File: config.mk
export PLATFORM = sky130hd
export DESIGN_NAME = bios_loader
export DESIGN_NICKNAME = d
export VERILOG_FILES = /design/src/rtl/bios_loader_pkg.sv /design/src/rtl/bios_loader.sv
export SDC_FILE = /design/constraint.sdc
export NUM_CORES = 1
export LEC_CHECK = 0
export ABC_AREA = 1
export ABC_CLOCK_PERIOD_IN_PS = 7990
export CAP_MARGIN = 20
export CORE_MARGIN = 3
export CORE_UTILIZATION = 40
export CTS_CLUSTER_DIAMETER = 60
export DETAILED_ROUTE_END_ITERATION = 10
export MAX_ROUTING_LAYER = met4
export PLACE_DENSITY = 0.68
export SYNTH_ARGS = -nofsm -noshare
export SYNTH_HDL_FRONTEND = slang
export SYNTH_SLANG_ARGS = --single-unit
export TNS_END_PERCENT = 20
File: constraint.sdc
create_clock -name clk -period 7.99 [get_ports clk]
set_clock_uncertainty 0.2 [all_clocks]
set_input_delay 0.799 -clock clk [delete_from_list [all_inputs] [get_ports clk]]
set_output_delay 0.799 -clock clk [all_outputs]
set_load 0.02 [all_outputs]
File: src/rtl/bios_loader_pkg.sv
// rtl/bios_loader_pkg.sv - shared types and constants for the BIOS frame loader
//
// Purpose: FSM state encoding, default frame start byte and the byte counts
// of each frame field. The 2-bit byte counter compares against the
// LAST_*_IDX values to find the final byte of a field.
package bios_loader_pkg;

  typedef enum logic [2:0] {
    S_IDLE  = 3'd0,
    S_ADDR  = 3'd1,
    S_COUNT = 3'd2,
    S_DATA  = 3'd3,
    S_CSUM  = 3'd4,
    S_DONE  = 3'd5,
    S_ERR   = 3'd6
  } state_t;

  localparam logic [7:0] MAGIC_DEFAULT = 8'hA5;

  localparam int ADDR_BYTES  = 4;
  localparam int COUNT_BYTES = 4;
  localparam int WORD_BYTES  = 4;

  localparam logic [1:0] LAST_ADDR_IDX  = 2'(ADDR_BYTES - 1);
  localparam logic [1:0] LAST_COUNT_IDX = 2'(COUNT_BYTES - 1);
  localparam logic [1:0] LAST_WORD_IDX  = 2'(WORD_BYTES - 1);

endpackage

File: src/rtl/bios_loader.sv
// rtl/bios_loader.sv - UART byte-stream frame parser writing into the BIOS memory port
//
// Purpose: parses MAGIC | addr[4] | count[4] | payload[4*N] | checksum frames
// and writes each assembled 32-bit word into the memory port, holding the
// core in reset until a frame completes with a good checksum.
//
// Ports:
//   clk        system clock, rising edge
//   rst_n      asynchronous active-low reset
//   in_data    byte from the UART receiver
//   in_valid   in_data is valid
//   in_ready   loader accepts bytes (1 whenever out of reset)
//   mem_we     byte write enables, 4'hF for one cycle per word
//   mem_addr   word address of the write
//   mem_din    write data
//   cpu_rst    core reset request, released only after a good frame
//   load_done  last frame loaded with a good checksum
//   load_err   last frame was rejected
module bios_loader
  import bios_loader_pkg::*;
#(
  parameter int         MEM_ADDR_WIDTH = 12,
  parameter logic [7:0] MAGIC          = MAGIC_DEFAULT
) (
  input  logic                      clk,
  input  logic                      rst_n,
  input  logic [7:0]                in_data,
  input  logic                      in_valid,
  output logic                      in_ready,
  output logic [3:0]                mem_we,
  output logic [MEM_ADDR_WIDTH-1:0] mem_addr,
  output logic [31:0]               mem_din,
  output logic                      cpu_rst,
  output logic                      load_done,
  output logic                      load_err
);

  // One past the last word of the memory; frames may end exactly here.
  localparam logic [32:0] W_LIMIT = 33'd1 << MEM_ADDR_WIDTH;

  state_t                    r_state;
  state_t                    w_state_next;

  logic                      r_ready;
  logic [1:0]                r_cnt;
  logic [23:0]               r_shift;
  logic [29:0]               r_base;
  logic [31:0]               r_left;
  logic [MEM_ADDR_WIDTH-1:0] r_waddr;
  logic [7:0]                r_csum;
  logic [3:0]                r_we;
  logic [MEM_ADDR_WIDTH-1:0] r_maddr;
  logic [31:0]               r_mdin;
  logic                      r_cpu_rst;
  logic                      r_done;
  logic                      r_err;

  logic                      w_hs;
  logic                      w_magic;
  logic [31:0]               w_word;
  logic [32:0]               w_span;
  logic                      w_fits;

  assign w_hs    = in_valid & r_ready;
  assign w_magic = w_hs && (in_data == MAGIC);
  // Little-endian assembly: earlier bytes sit in the low lanes of r_shift.
  assign w_word  = {in_data, r_shift};
  // 33-bit end-of-frame word index so a huge count cannot wrap into range.
  assign w_span  = {3'b000, r_base} + {1'b0, w_word};
  assign w_fits  = (w_span <= W_LIMIT);

  assign in_ready  = r_ready;
  assign mem_we    = r_we;
  assign mem_addr  = r_maddr;
  assign mem_din   = r_mdin;
  assign cpu_rst   = r_cpu_rst;
  assign load_done = r_done;
  assign load_err  = r_err;

  always_ff @(posedge clk or negedge rst_n) begin
    if (!rst_n) begin
      r_state <= S_IDLE;
    end else begin
      r_state <= w_state_next;
    end
  end

  always_comb begin
    w_state_next = r_state;
    case (r_state)
      S_IDLE, S_DONE, S_ERR: begin
        if (w_magic) begin
          w_state_next = S_ADDR;
        end
      end
      S_ADDR: begin
        if (w_hs && r_cnt == LAST_ADDR_IDX) begin
          w_state_next = (w_word[1:0] != 2'b00) ? S_ERR : S_COUNT;
        end
      end
      S_COUNT: begin
        if (w_hs && r_cnt == LAST_COUNT_IDX) begin
          if (!w_fits) begin
            w_state_next = S_ERR;
          end else if (w_word == 32'd0) begin
            w_state_next = S_CSUM;
          end else begin
            w_state_next = S_DATA;
          end
        end
      end
      S_DATA: begin
        if (w_hs && r_cnt == LAST_WORD_IDX && r_left == 32'd1) begin
          w_state_next = S_CSUM;
        end
      end
      S_CSUM: begin
        if (w_hs) begin
          w_state_next = (in_data == r_csum) ? S_DONE : S_ERR;
        end
      end
      default: w_state_next = S_IDLE;
    endcase
  end

  always_ff @(posedge clk or negedge rst_n) begin
    if (!rst_n) begin
      r_ready   <= 1'b0;
      r_cnt     <= 2'd0;
      r_shift   <= 24'd0;
      r_base    <= 30'd0;
      r_left    <= 32'd0;
      r_waddr   <= '0;
      r_csum    <= 8'd0;
      r_we      <= 4'h0;
      r_maddr   <= '0;
      r_mdin    <= 32'd0;
      r_cpu_rst <= 1'b1;
      r_done    <= 1'b0;
      r_err     <= 1'b0;
    end else begin
      r_ready <= 1'b1;
      r_we    <= 4'h0;
      // Shifting outside the field states is harmless: every field
      // replaces all three held bytes before the word is used.
      if (w_hs) begin
        r_shift <= w_word[31:8];
      end
      case (r_state)
        S_IDLE, S_DONE, S_ERR: begin
          if (w_magic) begin
            r_cnt     <= 2'd0;
            r_csum    <= 8'd0;
            r_done    <= 1'b0;
            r_err     <= 1'b0;
            r_cpu_rst <= 1'b1;
          end
        end
        S_ADDR: begin
          if (w_hs) begin
            r_cnt <= r_cnt + 2'd1;
            if (r_cnt == LAST_ADDR_IDX) begin
              r_base <= w_word[31:2];
            end
          end
        end
        S_COUNT: begin
          if (w_hs) begin
            r_cnt <= r_cnt + 2'd1;
            if (r_cnt == LAST_COUNT_IDX) begin
              r_left  <= w_word;
              r_waddr <= r_base[MEM_ADDR_WIDTH-1:0];
            end
          end
        end
        S_DATA: begin
          if (w_hs) begin
            r_cnt  <= r_cnt + 2'd1;
            r_csum <= r_csum + in_data;
            if (r_cnt == LAST_WORD_IDX) begin
              r_we    <= 4'hF;
              r_maddr <= r_waddr;
              r_mdin  <= w_word;
              r_waddr <= r_waddr + MEM_ADDR_WIDTH'(1);
              r_left  <= r_left - 32'd1;
            end
          end
        end
        default: ;
      endcase
      if (w_state_next == S_DONE && r_state != S_DONE) begin
        r_done    <= 1'b1;
        r_cpu_rst <= 1'b0;
      end
      if (w_state_next == S_ERR && r_state != S_ERR) begin
        r_err <= 1'b1;
      end
    end
  end

endmodule
### Clock network drawn from the DEF

The bar under the picture is 50 um long.
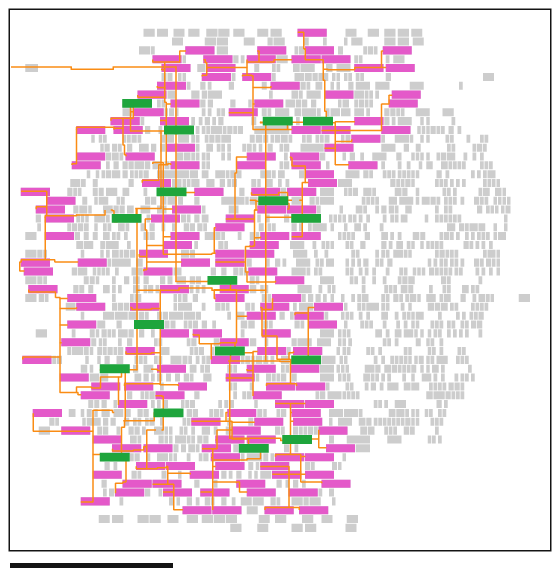
[clock wires] orange | length: 1,950 um
[cells driving clock nets] green | count: 17
[flip-flops] magenta | count: 160
routed clock nets: 18

### I/O pins on the die edge

Pins as bars across the die edge, other pins in grey.
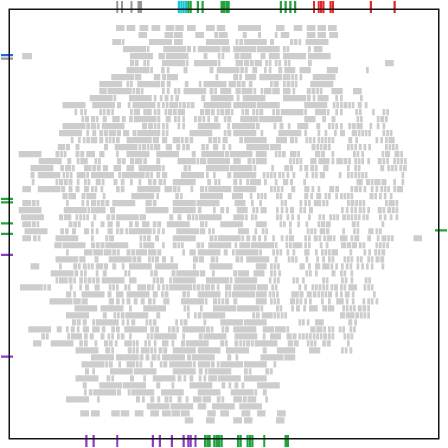
| port | colour | pins | direction | edge |
|---|---|---|---|---|
| `in_data` | red | 8 | input | north |
| `mem_din` | green | 32 | output | 15 south, 12 north, 4 west, 1 east |
| `mem_we` | cyan | 4 | output | north |
| `clk` | blue | 1 | input | west |
| `mem_addr` | purple | 12 | output | 10 south, 2 west |
all pins by edge: 29 north, 25 south, 8 west, 1 east

==> metrics.yaml <==
job:
  cap_violations: 0
  warnings: 27
detailed_routing:
  wl_mm: 27.87
  drt-wirelength-per-cell_um: 15.07
  viasPerCell: 5.134
  wl_met3_mm: 1.403
  wirelength_met1_mm: 13.09
  topRoutingLayerUsed: "met4"
  vias: 9493
  dr.pass1.iters: 5
  drtIter0Drc: 796
timing:
  period_minus_slack_ns: 3.647
  layout_setup_ws_ns: 4.343
  fin_crit_sh_pct: 45.65
  hold_viol_final: 0
  tightest_slew_ns: 0.9854
  setup_viol: 0
  relSlewSlack_pct: 34.31
  slew_viol_final: 0
  rsz0062_at_grt: "no"
  max_freq_mhz: 274.2
  setup_tns_ns: 0
grt:
  grt_use_total_pct: 21.15
  antenna_found_initial: 0
  overflow: 0
  grt_pass1_vias: 9099
synthesis:
  syn_inst: 1468
  postSynthAreaPerCell_um2: 6.985
  syn-num-nets: 1522
  flop_cell: "dfrtp_1"
  ys_warn_count: 0
  synthArstFlopShare_pct: 100.0
  yosys_area_um2: 10250
  yosys.stat.seqShare_pct: 39.06
  synth_stat.cells: 1468
  syn_area_um2: 10250
  synth.top_cell.area_share_pct: 38.80
  ys.flops: 160
  top_cells_by_count: "nand2_1, inv_1, o21ai_0"
  yosysUniqueCellTypes: 49
worst_setup_path:
  critPathLaunchType: "flop"
  cp-end-kind: "flop"
  cp_max_fo: 50
  path_cells: "inv_2, nor2_2, buf_4, inv_2, nand2_1, o21ai_0, a21oi_1, nand2_1, o32ai_1"
  path_class: "flop to flop"
  cp.arrival_ns: 3.78
  crit_family: "buffers and inverters"
  crit_path_top_delay_cell: "a21oi_1"
  worstPathRequired_ns: 8.12
  path_buffers: 3
outcome:
  outcome: "finished, final reports clean"
die:
  die_h_um: 166.1
  coreArea_um2: 24750
  die-area_um2: 27590
  fp_util_pct: 41.43
  ioPinCount: 63
clock_tree:
  htreeDepth: 4
  clock_sinks: 160
  cts_hold_buffers: 0
  cts_root_buf: "clkbuf_16"
  cts_buffer_depth: 2
  numCtsBuffers: 17
  ctsResizeCount: 0
  post_cts_buffers: 0
  path_clk_slew_ns: 0.07
power:
  comb_power_share_pct: 27.0
  cellLeakagePower_nw: 5.792
  ir_worst_vdd_v: 0.0001390
  seq_power_share_pct: 42.0
  p_switching_w: 0.0009224
  p_per_area_nw_per_um2: 215.5
  p_int_w: 0.001613
  clockPowerShare_pct: 31.0
finish:
  syn_to_final_growth_pct: 14.76
  nets: 1567
  drive_above_1_share_pct: 6.754
place:
  dpl.hpwl_mm: 21.26
  gp_congestion: 0.9012
  dp_slack_ns: 3.911
min_path:
  hold_path.class: "primary input to asynchronous set/reset pin"
### The metal 4 layer

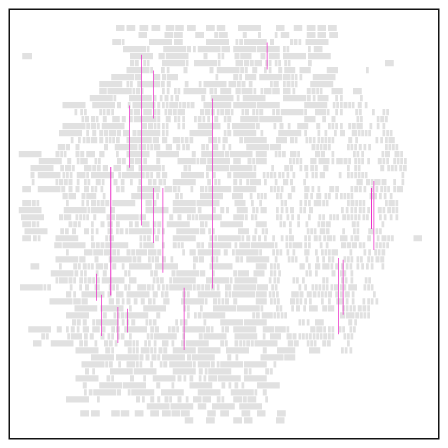
share of all routed wire: 1.7%
main direction: vertical
nets with wire on the layer: 13
longest straight run: 73.4 um

### Where the registers sit

Other sequential cells in the stronger grey, the rest of the logic in the fainter grey.
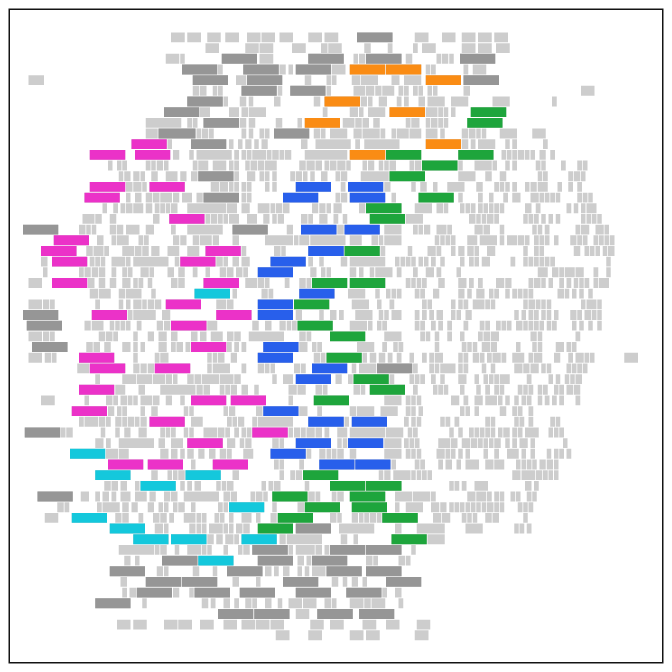
| name in the netlist | colour | flops |
|---|---|---|
| `r_base` | green | 30 |
| `r_csum` | orange | 8 |
| `r_left` | magenta | 32 |
| `r_shift` | blue | 24 |
| `r_waddr` | cyan | 12 |
not coloured: 54

-- path summary, 6_finish.rpt --
path	from	end	slack (ns)	cells past startpoint
min in group clk	r_base[19]	r_base[19]	0.29	2
worst max register to register	r_state[0]	r_csum[5]	4.34	9
worst min-delay path	rst_n	r_left[26]	0.23	1
worst min register to register	r_base[19]	r_base[19]	0.29	2
worst max-delay path	r_state[0]	r_csum[5]	4.34	9
max in group asynchronous	rst_n	r_shift[1]	5.88	2
-- power by group through the flow --
stage / Sequential, W / Clock, W / Combinational, W
floorplan: 0.00105 / 0 / 0.000470
global placement: 0.00107 / 0 / 0.000669
detailed placement: 0.00108 / 0 / 0.000679
CTS: 0.00106 / 0.000799 / 0.000685
global route: 0.00108 / 0.000833 / 0.000782
finish: 0.00107 / 0.000786 / 0.000685
-- metrics by stage --
stage,instances,area (um^2),util [%],hold slack (ns),total power (W)
after detailed placement,1816,11150,45.07,0.2725,0.001755
after global routing,1849,11770,47.55,0.2678,0.002698
final,1849,11770,47.55,0.2296,0.002536
after global placement,1816,11150,45.07,0.2681,0.001743
after floorplan,1468,10250,-,0.2570,0.001524
after CTS,1847,11720,47.36,0.2522,0.002547
-- routing by layer --
layer	GRT usage (%)	vias up
li1	-	4784
met1	28.42	4433
met2	33.70	236
met3	2.952	40
met4	6.004	0
met5	-	-
-- flip-flops by register name, indices dropped and copies added (netlist names) --
signal and cells:
mem_we 1, cpu_rst 1, r_base 30, load_done 1, mem_addr 12, load_err 1
r_shift 24, r_waddr 12, r_left 32, mem_din 32, r_csum 8, in_ready 1
r_state 3, r_cnt 2
-- final cells by class --
class	instances	area [um^2]
inverters	232	870.8
well taps	324	405.4
flip-flops and latches	160	4005
clock inverters	13	127.6
fillers	2434	12980
clock buffers	18	439.2
multi-input cells	1033	5213
repair buffers	69	706.9
-- cell families after synthesis --
kind of cell / after synthesis / synth area share, %
AND/OR/NAND/NOR: 688 / 28.83
AND-OR/OR-AND: 278 / 14.48
buffers and inverters: 275 / 10.20
flip-flops: 160 / 39.06
adder cells (fa/ha/maj): 43 / 5.394
XOR/XNOR: 21 / 1.794
multiplexers: 2 / 0.1952
other: 1 / 0.03657
-- placed cells by master (no fill, tap or decap), drive strengths merged, types with 3 or more instances in the layout --
master and count:
a211oi 3, nand2 433, clkbuf 18, xor2 17
buf 8, nor3 25, clkinvlp 6, nor4 9
clkinv 4, ha 41, nor2 133, dfrtp 159
o21ai 180, clkdlybuf4s50 61, o211ai 4, nand3 59
nand4 17, inv 234, o22ai 10, a21oi 64
xnor2 4, nand3b 7
Power and IR drop assume default switching activity.
